[src/rtl/alu_arbiter.sv]
// alu_arbiter: round-robin sharing of one external ALU between two requesters.
// Each requester has a valid/ready request channel and a valid/ready response
// channel. One operation is in flight at a time: IDLE accepts, EXEC drives the
// ALU from the operand registers, RESP holds the captured result for the owner.
//
//   state | meaning
//   ------+--------------------------------------------------------------
//   IDLE  | no op in flight; granted requester sees ready
//   EXEC  | operand registers drive the ALU; result captured at cycle end
//   RESP  | result presented to the owner until it takes it
module alu_arbiter #(
    parameter int WIDTH  = 32,
    parameter int CTRL_W = 4,
    parameter int CNT_W  = 16
) (
    input  logic              clk,
    input  logic              reset,

    input  logic              req0_valid,
    output logic              req0_ready,
    input  logic [WIDTH-1:0]  req0_entrada1,
    input  logic [WIDTH-1:0]  req0_entrada2,
    input  logic [CTRL_W-1:0] req0_alu_control,

    input  logic              req1_valid,
    output logic              req1_ready,
    input  logic [WIDTH-1:0]  req1_entrada1,
    input  logic [WIDTH-1:0]  req1_entrada2,
    input  logic [CTRL_W-1:0] req1_alu_control,

    output logic              resp0_valid,
    input  logic              resp0_ready,
    output logic              resp1_valid,
    input  logic              resp1_ready,
    output logic [WIDTH-1:0]  resp_resultado,
    output logic              resp_zero,

    output logic [WIDTH-1:0]  alu_entrada1,
    output logic [WIDTH-1:0]  alu_entrada2,
    output logic [CTRL_W-1:0] alu_control,
    input  logic [WIDTH-1:0]  alu_resultado,
    input  logic              alu_zero,

    output logic              busy,
    output logic [CNT_W-1:0]  cnt0,
    output logic [CNT_W-1:0]  cnt1
);

    typedef enum logic [1:0] {
        IDLE = 2'd0,
        EXEC = 2'd1,
        RESP = 2'd2
    } state_t;

    localparam logic [CNT_W-1:0] CNT_ONE = {{(CNT_W-1){1'b0}}, 1'b1};
    localparam logic [CNT_W-1:0] CNT_MAX = {CNT_W{1'b1}};

    state_t              state;
    state_t              state_next;
    logic                owner;
    logic                last_grant;
    logic [WIDTH-1:0]    op1_q;
    logic [WIDTH-1:0]    op2_q;
    logic [CTRL_W-1:0]   ctrl_q;
    logic                grant0;
    logic                grant1;
    logic                accept;
    logic                resp_done;

    assign alu_entrada1 = op1_q;
    assign alu_entrada2 = op2_q;
    assign alu_control  = ctrl_q;
    assign busy         = (state != IDLE);

    // Round-robin pick: a lone requester always wins; on a tie the one that
    // was not served last wins (last_grant resets to 1 so req0 wins first).
    always_comb begin
        grant0 = 1'b0;
        grant1 = 1'b0;
        if (req0_valid && req1_valid) begin
            grant0 = last_grant;
            grant1 = !last_grant;
        end else begin
            grant0 = req0_valid;
            grant1 = req1_valid;
        end
    end

    // State register.
    always_ff @(posedge clk) begin
        if (reset) begin
            state <= IDLE;
        end else begin
            state <= state_next;
        end
    end

    // Next-state and handshake outputs.
    always_comb begin
        state_next  = state;
        req0_ready  = 1'b0;
        req1_ready  = 1'b0;
        resp0_valid = 1'b0;
        resp1_valid = 1'b0;
        accept      = 1'b0;
        resp_done   = 1'b0;
        case (state)
            IDLE: begin
                req0_ready = grant0;
                req1_ready = grant1;
                if (grant0 || grant1) begin
                    accept     = 1'b1;
                    state_next = EXEC;
                end
            end
            EXEC: begin
                state_next = RESP;
            end
            RESP: begin
                resp0_valid = !owner;
                resp1_valid = owner;
                resp_done   = owner ? resp1_ready : resp0_ready;
                if (resp_done) begin
                    state_next = IDLE;
                end
            end
            default: begin
                state_next = IDLE;
            end
        endcase
    end

    // Operand capture on accept, result capture at the end of EXEC, and
    // saturating completion counters on the response handshake.
    always_ff @(posedge clk) begin
        if (reset) begin
            owner          <= 1'b0;
            last_grant     <= 1'b1;
            op1_q          <= '0;
            op2_q          <= '0;
            ctrl_q         <= '0;
            resp_resultado <= '0;
            resp_zero      <= 1'b0;
            cnt0           <= '0;
            cnt1           <= '0;
        end else begin
            if (accept) begin
                owner      <= grant1;
                last_grant <= grant1;
                op1_q      <= grant1 ? req1_entrada1    : req0_entrada1;
                op2_q      <= grant1 ? req1_entrada2    : req0_entrada2;
                ctrl_q     <= grant1 ? req1_alu_control : req0_alu_control;
            end
            if (state == EXEC) begin
                resp_resultado <= alu_resultado;
                resp_zero      <= alu_zero;
            end
            if (resp_done) begin
                if (!owner && (cnt0 != CNT_MAX)) begin
                    cnt0 <= cnt0 + CNT_ONE;
                end
                if (owner && (cnt1 != CNT_MAX)) begin
                    cnt1 <= cnt1 + CNT_ONE;
                end
            end
        end
    end

endmodule

[config.mk]
export PLATFORM = sky130hd
export DESIGN_NAME = alu_arbiter
export DESIGN_NICKNAME = d
export VERILOG_FILES = /design/src/rtl/alu_arbiter.sv
export SDC_FILE = /design/constraint.sdc
export NUM_CORES = 1
export LEC_CHECK = 0
export CAP_MARGIN = 15
export CORE_AREA = 2 2 110 139
export DETAILED_ROUTE_END_ITERATION = 8
export DIE_AREA = 0 0 112 141
export PLACE_DENSITY = 0.92
export SYNTH_ARGS = -nofsm -noshare
export SYNTH_HDL_FRONTEND = slang
export SYNTH_SLANG_ARGS = --single-unit
[constraint.sdc]
create_clock -name clk -period 6.7 [get_ports clk]
set_clock_uncertainty 0.15 [all_clocks]
set_input_delay 1.005 -clock clk [delete_from_list [all_inputs] [get_ports clk]]
set_output_delay 1.005 -clock clk [all_outputs]
set_load 0.005 [all_outputs]
Fig. 1: port wiring
Bar = 20 um.
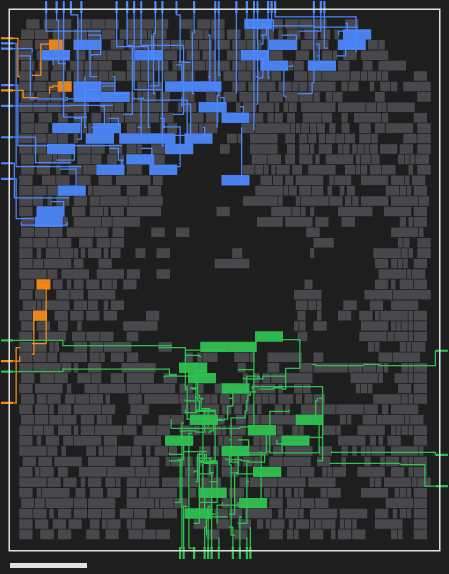
`cnt0` -> green  # direction output, end cells 16, wire 1030 um
`alu_entrada1` -> blue  # direction output, end cells 32, wire 1190 um
`req0_alu_control` -> orange  # direction input, end cells 4, wire 89.5 um

Fig. 2: placement view
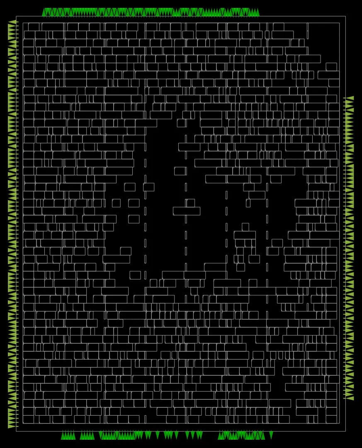
FF+latch count: 137
standard-cell rows: 50
number of filler cells placed in the layout: 1130

Fig. 3: cell classes on the final placement
Fill, decap, tap and diode cells in grey.
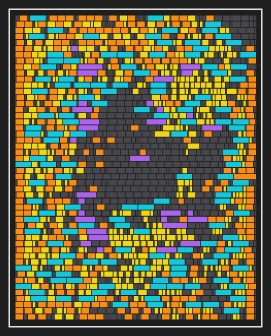
remaining buffers and delay cells -> orange  # cells 320
remaining logic cells -> yellow  # cells 493
registers -> cyan  # cells 137
clock drivers and dummy loads -> purple  # cells 32
area inside the core boundary: 0.0146 mm^2
share of cell area taken by flip-flops and latches: 27.8%
utilization after layout: 67.3%
final design area excluding fillers: 0.00986 mm^2

Fig. 4: wiring by layer
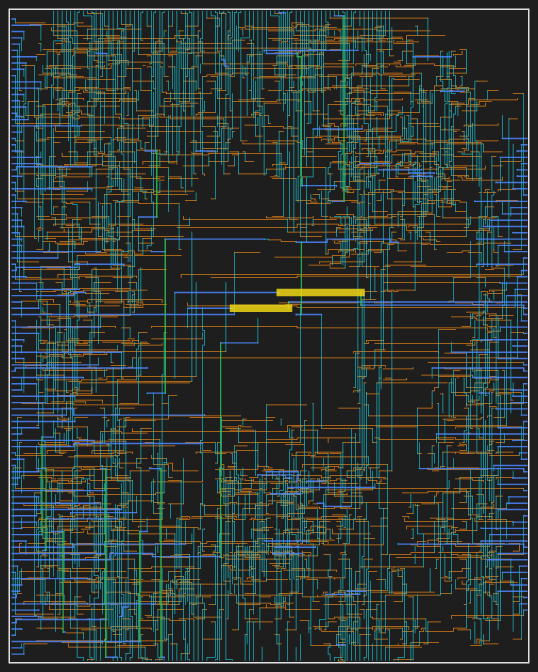
M2 -> cyan  # wire length 9960 um
M3 -> blue  # wire length 1750 um
M4 -> green  # wire length 349 um
M5 -> yellow  # wire length 29.4 um
M1 -> orange  # wire length 8000 um
Routed wire per std cell: 17.3 um
DR vias: 6221
aggregate global-route resource usage: 24.5%

Fig. 5: cells by drive strength
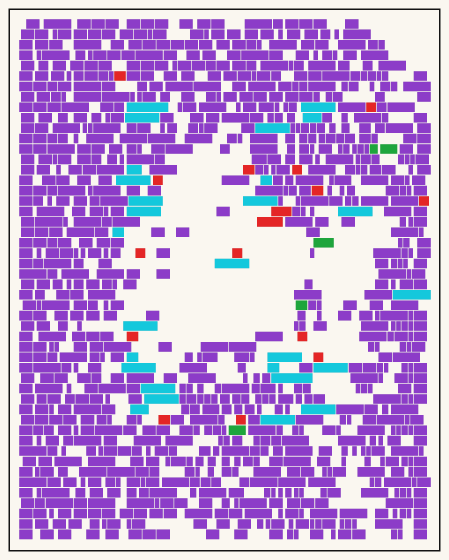
x3 and x4 -> red  # cells 16, share 1.6%
x2 -> green  # cells 5, share 0.51%
x6 and larger -> cyan  # cells 27, share 2.7%
x1 and smaller -> purple  # cells 934, share 95%

==> notes.md <==
Purpose: to document the outcome of synthesis and place and route.

Run status
The run finished with clean final reports.

Routing
The number of DRC markers after the initial detailed-route iteration is 324. The wire length on met1 is 8000 um. After detailed routing, the total wire length is 20100 um. Per the detail_route log, the uppermost layer with routed signals is met5.

Layout
The total of clock buffers placed in the layout is 19. The final-layout non-clock buffer area share is 32.5%. The number of antenna diodes is 0. Across the whole layout, storage elements account for 0.00274 mm^2.

Per the layout report, the design carries 7 non-clock inverters. The area taken by multi-input combinational cells is reported as 0.00305 mm^2. 486 cells are multi-input combinational gates. Per the cell usage report, the commonest logic cell in the layout is sky130_fd_sc_hd__clkdlybuf4s50_1.

Global route
Entering global routing, the biggest net connects 81 pins. For met1 alone, demand over resource in global routing was 29.2%. The global-route wire length before repair is 30700 um. The via count of the first global-routing pass is 5849. The layer flagged by global routing as most heavily used is met2.

Synthesis
The count of cell types in the netlist is 39. The fraction of the mapped netlist area in simple logic gates is 20.0%. The area of the mapped netlist is 0.00599 mm^2. Counting every net in the synthesized netlist gives 857. The most instantiated library cell after synthesis is sky130_fd_sc_hd__dfxtp_1.

STA
The worst max-slew margin expressed relative to the limit is 41.8%. After routing, the total negative slack on setup checks comes to 0 ps. The flow reports an fmax of 279 MHz. The number of failing setup endpoints in the final timing report is 0.

Clock tree
The TritonCTS clock tree is built. Gates resized during post-CTS repair numbered 0.

Placed design
The number of placed instances with taps included is 1131. The cell area reported after detailed placement is 0.00922 mm^2. The routability congestion estimate is 0.822. Timing analysis after detailed placement gives a worst setup slack of 3060 ps.

Worst setup path
The logic depth of the worst register-to-register path is 5. The timing report shows the most common cell along the critical path to be sky130_fd_sc_hd__clkdlybuf4s50_1. The maximum fanout along the worst path is 3. The critical path launch point type is a primary input.

The kind of end point of the critical path is an output port. OpenSTA lists the critical path startpoint as req1_valid.

Floorplan
The pre-placement core utilization is 40.9%. The area enclosed by the die boundary is 0.0158 mm^2. 313 I/O pins were placed.

Hold path
The hold path startpoint is resp_resultado[19]. The report gives the cell count of the worst hold path as 2.

Power
The sequential power is 920 uW. In this run the power spent charging and discharging nets is 617 uW. The worst ir drop on vdd is 148 uV. Combinational cells account for 20.0% of the total power.

Flow run
Warnings raised by the tools during the run amount to 26.
No activity file was given, so power comes from the tool's default toggle rates.
